**config.mk**
```make
export PLATFORM = sky130hd
export DESIGN_NAME = max1452_cfg_seq_flat
export DESIGN_NICKNAME = d
export VERILOG_FILES = /design/src/rtl/max1452_pkg.sv /design/src/rtl/max1452_cfg_seq_if.sv /design/src/rtl/max1452_gap_timer.sv /design/src/rtl/max1452_cfg_seq.sv /design/src/flat_wrapper.sv
export SDC_FILE = /design/constraint.sdc
export NUM_CORES = 1
export LEC_CHECK = 0
export CAP_MARGIN = 20
export CELL_PAD_IN_SITES_DETAIL_PLACEMENT = 1
export CELL_PAD_IN_SITES_GLOBAL_PLACEMENT = 1
export CORE_AREA = 2 2 86 72
export CTS_BUF_LIST = sky130_fd_sc_hd__clkbuf_16
export DETAILED_ROUTE_END_ITERATION = 8
export DIE_AREA = 0 0 88 74
export GPL_TIMING_DRIVEN = 0
export PLACE_DENSITY = 0.82
export SYNTH_ARGS = -nofsm -noshare
export SYNTH_HDL_FRONTEND = slang
export SYNTH_SLANG_ARGS = --single-unit
```
**constraint.sdc**
```tcl
create_clock -name clk -period 2.9 [get_ports clk]
set_input_delay 0.725 -clock clk [delete_from_list [all_inputs] [get_ports clk]]
set_output_delay 0.725 -clock clk [all_outputs]
set_load 0.01 [all_outputs]
```
**src/rtl/max1452_pkg.sv**
```systemverilog
// Shared types and constants for the MAX1452 configuration sequencer.
// The opcodes name the command bytes that appear in the ROM stream.
package max1452_pkg;

  typedef enum logic [2:0] {
    ST_IDLE,
    ST_FETCH,
    ST_LOAD,
    ST_SEND,
    ST_GAP,
    ST_FINISH
  } seq_state_e;

  localparam logic [7:0] OP_WRITE_CFG = 8'h01;
  localparam logic [7:0] OP_COMMIT_A  = 8'h06;
  localparam logic [7:0] OP_COMMIT_B  = 8'h09;
  localparam logic [7:0] OP_END       = 8'hFA;

  localparam int DEF_NUM_BYTES = 26;
  localparam int GAP_W         = 16;

  function automatic logic is_commit(input logic [7:0] b);
    return (b == OP_COMMIT_A) || (b == OP_COMMIT_B);
  endfunction

endpackage

```
**src/rtl/max1452_cfg_seq_if.sv**
```systemverilog
// ROM read port and TX byte handshake between the sequencer and its neighbours.
interface max1452_cfg_seq_if #(
  parameter int ADDR_W = 5
) ();
  logic [ADDR_W-1:0] rom_addr;
  logic [7:0]        rom_data;
  logic [7:0]        tx_data;
  logic              tx_valid;
  logic              tx_ready;

  modport master (output rom_addr, tx_data, tx_valid, input rom_data, tx_ready);
  modport slave  (input rom_addr, tx_data, tx_valid, output rom_data, tx_ready);
endinterface

```
**src/rtl/max1452_gap_timer.sv**
```systemverilog
// Loadable down-counter with a zero flag; holds at zero until reloaded.
module max1452_gap_timer #(
  parameter int W = 16
) (
  input  logic         clk,
  input  logic         rst,
  input  logic         load,
  input  logic [W-1:0] load_val,
  input  logic         dec,
  output logic         zero
);
  logic [W-1:0] cnt;

  always_ff @(posedge clk) begin
    if (rst)                   cnt <= '0;
    else if (load)             cnt <= load_val;
    else if (dec && cnt != '0) cnt <= cnt - 1'b1;
  end

  assign zero = (cnt == '0);
endmodule

```
**src/rtl/max1452_cfg_seq.sv**
```systemverilog
// Walks the config ROM and hands each byte to UART TX with valid/ready,
// inserting GAP_CYCLES idle cycles after every accepted byte.
module max1452_cfg_seq
  import max1452_pkg::*;
#(
  parameter int NUM_BYTES  = DEF_NUM_BYTES,
  parameter int ADDR_W     = 5,
  parameter int GAP_CYCLES = 16,
  parameter int LOCK_AFTER = 0
) (
  input  logic              clk,
  input  logic              rst,
  input  logic              start,
  input  logic              abort,
  max1452_cfg_seq_if.master bus,
  output logic              busy,
  output logic              done,
  output logic              aborted,
  output logic [ADDR_W:0]   byte_cnt,
  output logic              unlock
);
  localparam logic [ADDR_W:0]  LAST_CNT = (ADDR_W+1)'(NUM_BYTES);
  localparam bit               HAS_GAP  = (GAP_CYCLES > 0);
  // GAP is left when the counter reads zero, so load one less than the gap
  localparam logic [GAP_W-1:0] GAP_LOAD = HAS_GAP ? GAP_W'(GAP_CYCLES - 1) : '0;

  seq_state_e        state;
  logic [ADDR_W-1:0] rom_addr_q;
  logic [7:0]        tx_data_q;
  logic              tx_valid_q;
  logic [ADDR_W:0]   cnt_inc;
  logic              accept, gap_zero, advance, last_byte;

  assign bus.rom_addr = rom_addr_q;
  assign bus.tx_data  = tx_data_q;
  assign bus.tx_valid = tx_valid_q;

  // abort beats a simultaneous handshake: the byte is not counted
  assign accept    = (state == ST_SEND) && tx_valid_q && bus.tx_ready && !abort;
  assign cnt_inc   = (byte_cnt == LAST_CNT) ? byte_cnt : byte_cnt + 1'b1;
  assign advance   = (accept && !HAS_GAP) || (state == ST_GAP && gap_zero);
  assign last_byte = (HAS_GAP ? byte_cnt : cnt_inc) == LAST_CNT;

  max1452_gap_timer #(.W(GAP_W)) u_gap (
    .clk      (clk),
    .rst      (rst),
    .load     (accept && HAS_GAP),
    .load_val (GAP_LOAD),
    .dec      (state == ST_GAP),
    .zero     (gap_zero)
  );

  always_ff @(posedge clk) begin
    if (rst) begin
      state      <= ST_IDLE;
      rom_addr_q <= '0;
      tx_data_q  <= 8'h00;
      tx_valid_q <= 1'b0;
      busy       <= 1'b0;
      done       <= 1'b0;
      aborted    <= 1'b0;
      byte_cnt   <= '0;
      unlock     <= 1'b1;
    end else if (state == ST_IDLE || state == ST_FINISH) begin
      if (start) begin
        rom_addr_q <= '0;
        byte_cnt   <= '0;
        done       <= 1'b0;
        aborted    <= 1'b0;
        unlock     <= 1'b1;
        busy       <= 1'b1;
        state      <= ST_FETCH;
      end
    end else if (abort) begin
      tx_valid_q <= 1'b0;
      busy       <= 1'b0;
      aborted    <= 1'b1;
      state      <= ST_IDLE;
    end else begin
      case (state)
        ST_FETCH: state <= ST_LOAD;
        ST_LOAD: begin
          tx_data_q  <= bus.rom_data;
          tx_valid_q <= 1'b1;
          state      <= ST_SEND;
        end
        ST_SEND: begin
          if (accept) begin
            tx_valid_q <= 1'b0;
            byte_cnt   <= cnt_inc;
            if (HAS_GAP) state <= ST_GAP;
          end
        end
        default: ;
      endcase
      if (advance) begin
        if (last_byte) begin
          state <= ST_FINISH;
          busy  <= 1'b0;
          done  <= 1'b1;
          if (LOCK_AFTER != 0) unlock <= 1'b0;
        end else begin
          rom_addr_q <= rom_addr_q + 1'b1;
          state      <= ST_FETCH;
        end
      end
    end
  end
endmodule

```
**src/flat_wrapper.sv**
```systemverilog
// flat-port wrapper written by rule: the top's interface ports become plain ports
module max1452_cfg_seq_flat import max1452_pkg::*;
#(
  parameter int NUM_BYTES  = DEF_NUM_BYTES,
  parameter int ADDR_W     = 5,
  parameter int GAP_CYCLES = 16,
  parameter int LOCK_AFTER = 0
)
  (clk, rst, start, abort, busy, done, aborted, byte_cnt, unlock, bus_rom_addr, bus_tx_data, bus_tx_valid, bus_rom_data, bus_tx_ready);
  max1452_cfg_seq_if #(.ADDR_W(ADDR_W)) bus_i ();
  input  logic clk;
  input  logic rst;
  input  logic start;
  input  logic abort;
  output logic busy;
  output logic done;
  output logic aborted;
  output logic [ADDR_W:0] byte_cnt;
  output logic unlock;
  output wire logic [$bits(bus_i.rom_addr)-1:0] bus_rom_addr;
  output wire logic [$bits(bus_i.tx_data)-1:0] bus_tx_data;
  output wire logic [$bits(bus_i.tx_valid)-1:0] bus_tx_valid;
  input wire logic [$bits(bus_i.rom_data)-1:0] bus_rom_data;
  input wire logic [$bits(bus_i.tx_ready)-1:0] bus_tx_ready;
  assign bus_rom_addr = bus_i.rom_addr;
  assign bus_tx_data = bus_i.tx_data;
  assign bus_tx_valid = bus_i.tx_valid;
  assign bus_i.rom_data = bus_rom_data;
  assign bus_i.tx_ready = bus_tx_ready;
  max1452_cfg_seq #(.NUM_BYTES(NUM_BYTES), .ADDR_W(ADDR_W), .GAP_CYCLES(GAP_CYCLES), .LOCK_AFTER(LOCK_AFTER)) u_core (.clk(clk), .rst(rst), .start(start), .abort(abort), .bus(bus_i), .busy(busy), .done(done), .aborted(aborted), .byte_cnt(byte_cnt), .unlock(unlock));
endmodule
```
Figure 1. Met3 routing.
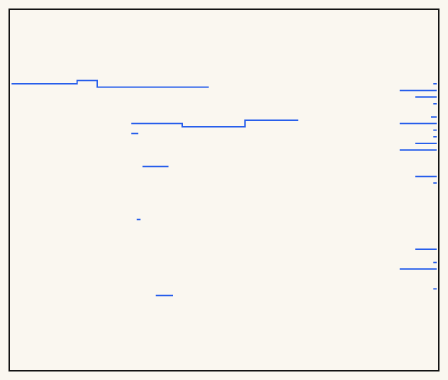
The wires run mostly horizontal. The layer holds 2.5% of the routed length.
count of vias placed by the detailed router: 1939
detailed-route wire length: 5450 um
global routing usage on met3: 3.66%

Figure 2. Signal wires by layer.
Only two layers are drawn.
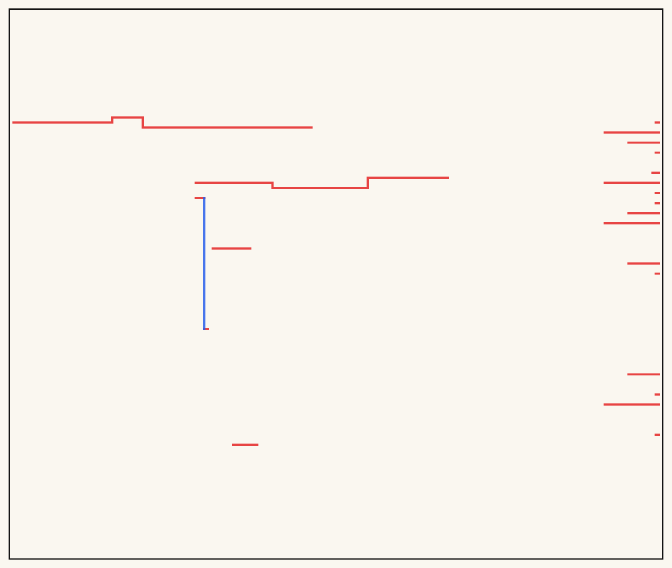
met3: marked red, wire length 138 um. met4: marked blue, wire length 17.7 um.
GRT Util Overall: 18.3%
routed length per instance: 14.6 um

==> run summary <==
met3 WL post-DR: 137 um
element type at the critical path start: primary input
number of global-route vias before repair: 2017
number of instances in the synthesized netlist: 251
post-synthesis register bit count: 42
max-slew headroom at the worst pin: 49.6%
clk root buf: clkbuf_16
run status: finished, final reports clean
power per cell area: 965 nW/um^2
fraction of power spent switching nets: 41.3%
weighted congestion at the end of routability-driven global placement: 0.819
CTS Buf Count: 5
dpl cell area: 2530 um^2
Insertion Delay late pin: 0.28 ns
buffers inserted by post-CTS timing repair: 0
Core Box Area: 5660 um^2
Horiz. Die Dim: 88 um
via/cell ratio: 5.20
wire length on met2: 2620 um
leakage: 0.906 nW
comb area leader: simple AND/OR/NAND/NOR gates
period utilization: 91.4%
number of cells in the design after placement: 368
gr busiest metal: met2
hold slack final: 0.452 ns
area fraction in full adders, half adders and majority gates: 3.02%
std cell rows: 25
unrepaired setup endpoints after global routing: no
worst flop-to-flop path endpoint: u_core.u_gap.cnt[1]
beginning of the worst register-to-register path: u_core.u_gap.cnt[0]
data arrival time at the worst-slack endpoint: 2.81 ns
# diodes: 0
wire length of the first global-routing pass: 9500 um
final-report max-slew violation count: 0
Primary FF master, synth: dfxtp_1
internal power of the cells: 1.50 mW
maximum fanout encountered on the critical timing path: 10
ratio of cells with drive above 1 in the final layout: 7.53%
total of fill cells in the finished design: 683
Core Density at Floorplan: 36.6%
worst hold-check path type: reg -> reg
antenna viol nets, final: 0
Hold Startpoint: u_core.bus.tx_data[2]
Avg Synthesized Cell Area: 8.24 um^2
number of sinks handled by clock tree synthesis: 42
maximum clock frequency: 0.377 GHz
switching pwr: 1.06 mW
Largest register FFs: 16
proportion of synthesized flip-flops having asynchronous set or reset: 0%
met1 Resource Use GR: 24.2%
worst IR drop on VDD: 0.000407 V
Biggest register: u_core.u_gap.cnt
quantity of gates resized following cts: 0
final core utilization: 46.9%
count of nets after finishing: 311
total power: 2.56 mW
Synth Cell Area: 2070 um^2
number of antenna violations at the first check in global routing: 0
portion of total power attributed to the clock network: 20.0%
first-iteration detailed-routing DRC count: 91
final non-filler cell area: 2660 um^2
simple-gate portion of the synthesized area: 29.6%
DP HPWL: 4030 um
Hold Path Stages: 2
Reg clk slew, reported paths: 0.06 ns
Unique masters post-synth: 47
I/O Pins: 37
Worst Setup End Kind: flip-flop
area fraction of the dominant cell type after synthesis: 40.6%
combinational group share of total power: 49.6%
number of max-cap violations: 0
Place WS: -0.196 ns
Final Hold Viols: 0
DR pass1 iterations: 4
hold_buf cts: 0
fraction of power consumed by sequential logic: 30.3%
worst-path cell with the longest stage delay: or4_1
area fraction in mux cells: 1.09%
Yosys chip area: 2070 um^2
Register-to-Register Setup Slack: 0.45 ns
largest incremental delay on the critical path: 0.49 ns
setup clock skew after layout: 0.00794 ns
total grt overflow: 0
endpoint with the worst hold slack: u_core.bus.tx_data[2]
Worst Tran Pin Value: 0.749 ns
highest metal layer with signal wires: met4
signed area change from the synthesized netlist to the final layout: 28.4%
minimum setup slack in the final design: 0.249 ns
fraction of the yosys area taken by sequential cells: 40.6%
most frequent cell after synthesis: dfxtp_1
required time worst endpoint: 3.06 ns
Clock H-tree levels: 2
post-synthesis cell count from yosys: 251
met2 track demand over resource in global routing: 31.7%
IO buf count: 35
met1 layer wirelength in the final routing: 2680 um
final critical-path required period: 2.65 ns
cell type with the largest total area: dfxtp_1
critical path class: in -> reg
tally of non-filler cells in the final layout: 373
Die Footprint: 6510 um^2
pin count of the biggest net entering global routing: 12
XOR/XNOR share of the synthesized area: 7.19%
cell types occupying the most area after synthesis: dfxtp_1, nand2_1, a21oi_1
most frequent cells after synthesis: dfxtp_1, nand2_1, nor2_1, a21oi_1
area fraction in compound gates: 14.1%
Total Negative Setup Slacks: 0 ns
number of enable-type register cells in the synthesized netlist: 0
tally of yosys warning messages: 0
count of cells along the worst register-to-register path: 7
CTS tree: done
syn nets: 269
cell-by-cell listing of the critical path: clkdlybuf4s50_1 > clkbuf_1 > nor4bb_2 > nand2_1 > or4_1 > xor2_1 > nor2_1
vertical die size: 74 um
OpenROAD warning count: 28
Setup-failing EPs final: 0
-- placed cells by master (no fill, tap or decap), drive strengths merged, types with 2 or more instances in the layout --
cell / instances
xnor2: 11
dfxtp: 42
clkinv: 2
or4: 6
xor2: 6
a21oi: 21
inv: 10
mux2: 2
nand2b: 2
o21a: 3
o21ai: 9
nand3b: 4
ha: 5
clkdlybuf4s50: 35
nor4: 6
nor3: 2
nor4b: 2
nor2: 27
or3: 8
nand4: 2
buf: 4
and2: 2
a2111oi: 3
nand2: 32
nor3b: 3
clkbuf: 11
a31oi: 5
a211oi: 2
nand3: 11
-- power by group through the flow --
| stage | clock [mW] | combinational [mW] | sequential [mW] |
|---|---|---|---|
| final | 0.513 | 1.27 | 0.777 |
| after global routing | 0.554 | 1.42 | 0.794 |
| after CTS | 0.526 | 1.27 | 0.778 |
| after detailed placement | 0 | 1.24 | 0.787 |
| after global placement | 0 | 1.20 | 0.781 |
| after floorplan | 0 | 0.906 | 0.777 |
-- worst max-delay path: cells and delay by family --
kind | cells | cell delay (ns)
XOR/XNOR | 1 | 0.15
AND/OR/NAND/NOR | 4 | 1.29
buffers and inverters | 2 | 0.63
-- cell type report --
class,count,area (um^2),area share [%]
tap,81,101,3.81
multi-input combinational,188,1150,43.2
sequential,42,841,31.6
clock inverter,1,3.75,0.141
buffer,9,41.3,1.55
timing repair buffer,36,355,13.4
clock buffer,5,125,4.71
inverter,11,41.3,1.55
-- worst max path at each step --
stage,from,to
finish,abort,u_core.byte_cnt[3]
detailed placement,abort,u_core.u_gap.cnt[12]
floorplan,abort,u_core.byte_cnt[3]
global route,abort,u_core.byte_cnt[3]
CTS,abort,u_core.u_gap.cnt[12]
global placement,abort,u_core.u_gap.cnt[8]
No activity file was given, so power comes from the tool's default toggle rates.
